===== src/rtl/goldschmidt_pkg.sv =====
// Shared types and constants for the sequential Goldschmidt divider.
// Values are unsigned fixed point with FRAC fractional bits.
package goldschmidt_pkg;

   typedef enum logic [1:0] {
      IDLE = 2'd0,
      ITER = 2'd1,
      DONE = 2'd2
   } state_e;

   localparam int unsigned W_DEF    = 8;
   localparam int unsigned FRAC_DEF = 6;
   localparam logic [7:0]  F0_DEF   = 8'h30;

   function automatic int unsigned calcOne(input int unsigned frac);
      return 32'd1 << frac;
   endfunction

   function automatic int unsigned calcTwo(input int unsigned frac);
      return 32'd2 << frac;
   endfunction

endpackage


===== src/rtl/goldschmidt_step.sv =====
// One combinational Goldschmidt refinement: scales N and D by F and
// derives the next correction factor F' = 2 - D'.
module goldschmidt_step
   import goldschmidt_pkg::*;
#(
   parameter int unsigned W    = W_DEF,
   parameter int unsigned FRAC = FRAC_DEF
) (
   input  logic [W-1:0] n_i,
   input  logic [W-1:0] d_i,
   input  logic [W-1:0] f_i,
   output logic [W-1:0] n_o,
   output logic [W-1:0] d_o,
   output logic [W-1:0] f_o,
   output logic         satN_o,
   output logic         satD_o
);

   localparam logic [W-1:0] TWO = W'(calcTwo(FRAC));

   logic [2*W-1:0] prodN;
   logic [2*W-1:0] prodD;
   logic [2*W-1:0] shiftN;
   logic [2*W-1:0] shiftD;

   // Any bit left above the datapath width after renormalising means the
   // value no longer fits and is clamped to full scale.
   always_comb begin
      prodN  = {{W{1'b0}}, n_i} * {{W{1'b0}}, f_i};
      prodD  = {{W{1'b0}}, d_i} * {{W{1'b0}}, f_i};
      shiftN = prodN >> FRAC;
      shiftD = prodD >> FRAC;
      satN_o = |shiftN[2*W-1:W];
      satD_o = |shiftD[2*W-1:W];
      n_o    = satN_o ? {W{1'b1}} : shiftN[W-1:0];
      d_o    = satD_o ? {W{1'b1}} : shiftD[W-1:0];
      f_o    = TWO - d_o;
   end

endmodule


===== src/rtl/goldschmidt_seq_ctrl.sv =====
// Sequential Goldschmidt divider controller: runs one shared step per cycle
// until D converges to 1.0 or the iteration budget is used up.
module goldschmidt_seq_ctrl
   import goldschmidt_pkg::*;
#(
   parameter int unsigned W     = W_DEF,
   parameter int unsigned FRAC  = FRAC_DEF,
   parameter int unsigned ITERS = 4,
   parameter logic [W-1:0] F0   = W'(F0_DEF)
) (
   input  logic         clk,
   input  logic         rst,
   input  logic         start,
   input  logic [W-1:0] a,
   input  logic [W-1:0] b,
   output logic         busy,
   output logic         done,
   output logic [W-1:0] q,
   output logic         dz,
   output logic         sat,
   output logic [3:0]   iters_used
);

   localparam logic [W-1:0] ONE     = W'(calcOne(FRAC));
   localparam logic [3:0]   ITERS_C = 4'(ITERS);

   state_e       state_q, state_d;
   logic [W-1:0] num_q, num_d;
   logic [W-1:0] den_q, den_d;
   logic [W-1:0] fac_q, fac_d;
   logic [3:0]   cnt_q, cnt_d;
   logic         satAcc_q, satAcc_d;
   logic [W-1:0] quo_q, quo_d;
   logic         dz_q, dz_d;
   logic         satOut_q, satOut_d;
   logic [3:0]   itersUsed_q, itersUsed_d;
   logic         done_q, done_d;

   logic [W-1:0] stepN, stepD, stepF;
   logic         stepSatN, stepSatD;
   logic [3:0]   cntNext;
   logic         satNext;

   goldschmidt_step #(
      .W    (W),
      .FRAC (FRAC)
   ) u_step (
      .n_i    (num_q),
      .d_i    (den_q),
      .f_i    (fac_q),
      .n_o    (stepN),
      .d_o    (stepD),
      .f_o    (stepF),
      .satN_o (stepSatN),
      .satD_o (stepSatD)
   );

   always_ff @(posedge clk or posedge rst) begin
      if (rst) begin
         state_q     <= IDLE;
         num_q       <= '0;
         den_q       <= '0;
         fac_q       <= '0;
         cnt_q       <= '0;
         satAcc_q    <= 1'b0;
         quo_q       <= '0;
         dz_q        <= 1'b0;
         satOut_q    <= 1'b0;
         itersUsed_q <= '0;
         done_q      <= 1'b0;
      end else begin
         state_q     <= state_d;
         num_q       <= num_d;
         den_q       <= den_d;
         fac_q       <= fac_d;
         cnt_q       <= cnt_d;
         satAcc_q    <= satAcc_d;
         quo_q       <= quo_d;
         dz_q        <= dz_d;
         satOut_q    <= satOut_d;
         itersUsed_q <= itersUsed_d;
         done_q      <= done_d;
      end
   end

   // Result registers are only written on the way into DONE so the previous
   // answer stays visible while the next division is in flight.
   always_comb begin
      state_d     = state_q;
      num_d       = num_q;
      den_d       = den_q;
      fac_d       = fac_q;
      cnt_d       = cnt_q;
      satAcc_d    = satAcc_q;
      quo_d       = quo_q;
      dz_d        = dz_q;
      satOut_d    = satOut_q;
      itersUsed_d = itersUsed_q;
      done_d      = 1'b0;
      cntNext     = cnt_q + 4'd1;
      satNext     = satAcc_q | stepSatN | stepSatD;

      case (state_q)
         IDLE: begin
            if (start) begin
               if (b != '0) begin
                  num_d    = a;
                  den_d    = b;
                  fac_d    = F0;
                  cnt_d    = '0;
                  satAcc_d = 1'b0;
                  state_d  = ITER;
               end else begin
                  quo_d       = {W{1'b1}};
                  dz_d        = 1'b1;
                  satOut_d    = 1'b0;
                  itersUsed_d = '0;
                  done_d      = 1'b1;
                  state_d     = DONE;
               end
            end
         end
         ITER: begin
            num_d    = stepN;
            den_d    = stepD;
            fac_d    = stepF;
            cnt_d    = cntNext;
            satAcc_d = satNext;
            if ((stepD == ONE) || (cntNext == ITERS_C)) begin
               quo_d       = stepN;
               dz_d        = 1'b0;
               satOut_d    = satNext;
               itersUsed_d = cntNext;
               done_d      = 1'b1;
               state_d     = DONE;
            end
         end
         DONE: begin
            state_d = IDLE;
         end
         default: begin
            state_d = IDLE;
         end
      endcase
   end

   assign busy       = (state_q == ITER);
   assign done       = done_q;
   assign q          = quo_q;
   assign dz         = dz_q;
   assign sat        = satOut_q;
   assign iters_used = itersUsed_q;

endmodule


===== config.mk =====
export PLATFORM = sky130hd
export DESIGN_NAME = goldschmidt_seq_ctrl
export DESIGN_NICKNAME = d
export VERILOG_FILES = /design/src/rtl/goldschmidt_pkg.sv /design/src/rtl/goldschmidt_step.sv /design/src/rtl/goldschmidt_seq_ctrl.sv
export SDC_FILE = /design/constraint.sdc
export NUM_CORES = 1
export LEC_CHECK = 0
export CAP_MARGIN = 20
export CORE_MARGIN = 2
export CORE_UTILIZATION = 50
export CTS_CLUSTER_DIAMETER = 50
export DETAILED_ROUTE_END_ITERATION = 8
export GPL_TIMING_DRIVEN = 1
export PLACE_DENSITY = 0.69
export SYNTH_ARGS = -nofsm -noshare
export SYNTH_HDL_FRONTEND = slang
export SYNTH_SLANG_ARGS = --single-unit
export TNS_END_PERCENT = 100

===== constraint.sdc =====
create_clock -name clk -period 15 [get_ports clk]
set_clock_uncertainty 0.15 [all_clocks]
set_input_delay 2.25 -clock clk [delete_from_list [all_inputs] [get_ports clk]]
set_output_delay 2.25 -clock clk [all_outputs]
set_load 0.03 [all_outputs]

metal_stack.png
(3 px per um) Only two layers are drawn.
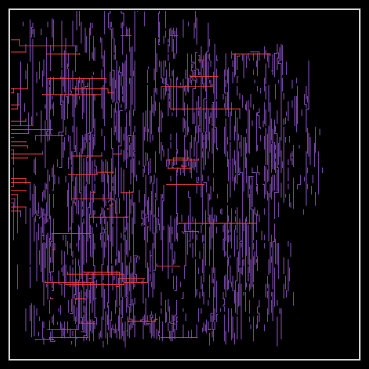
color	layer	wire length
red	met3	562 um
purple	met2	7030 um
total track usage: 23.1%
Vias: 4978
DR WL/cell: 16.1 um
routed wire length: 14500 um

wire_density.png
(2 px per um) The die is cut into 23 by 23 equal tiles; dark purple is low, yellow is high, scaled to the fullest tile. Values are wire area over tile area, all layers added.
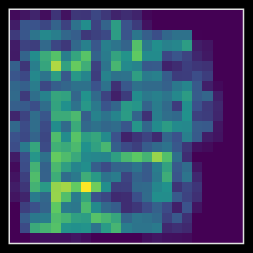
nearly empty tiles	19%
mean over tiles	0.17
fullest tile	0.58
tiles over half the peak	17%

==> flow_summary.yaml <==
# yosys + openroad results
layout:
  seq_cells: 46
  clkCellAreaFrac_pct: 1.98
  drive_gt1_share_pct: 3.84
  fin_nets: 887
yosys:
  synth_xor_xnor_area_share_pct: 2.92
  postSynthAreaPerCell_um2: 8.82
  synthDistinctLibCells: 55
  top_area_cell: "fa_1"
  synthCells: 715
  most_common_cell: "inv_1"
die:
  die_h_um: 116
  dieArea_um2: 13500
  core_area_um2: 12500
detailed_routing:
  top_layer: "met4"
worst_setup_path:
  crit_chain: "nand2_1 > fa_1 > fa_1 > inv_1 > fa_1 > inv_1 > fa_1 > inv_1 > ha_1 > a211oi_2 > nor2_1 > a311o_1 > a311oi_2 > xnor2_1 > or2_2 > a21oi_1 > ha_1 > o311ai_0 > o22ai_1 > o2111ai_1 > or4_1 > a211o_1 > mux2_4"
  crit_family: "adder cells"
  worstSetupPathType: "flip-flop to flip-flop"
  reg2regPathDepth: 23
  cp_num_cells: 23
  r2r_start: "fac_q[7]"
  crit_required_ns: 15.02
  startpoint_type: "flip-flop"
place:
  dp_slack_ns: 7.05
  port_buffers: 34
outcome:
  status: "finished clean"
sta:
  min_period_over_period_pct: 53.5
  hold_violations: 0
cts:
  cts.clk_slew.worst_paths_ns: 0.06
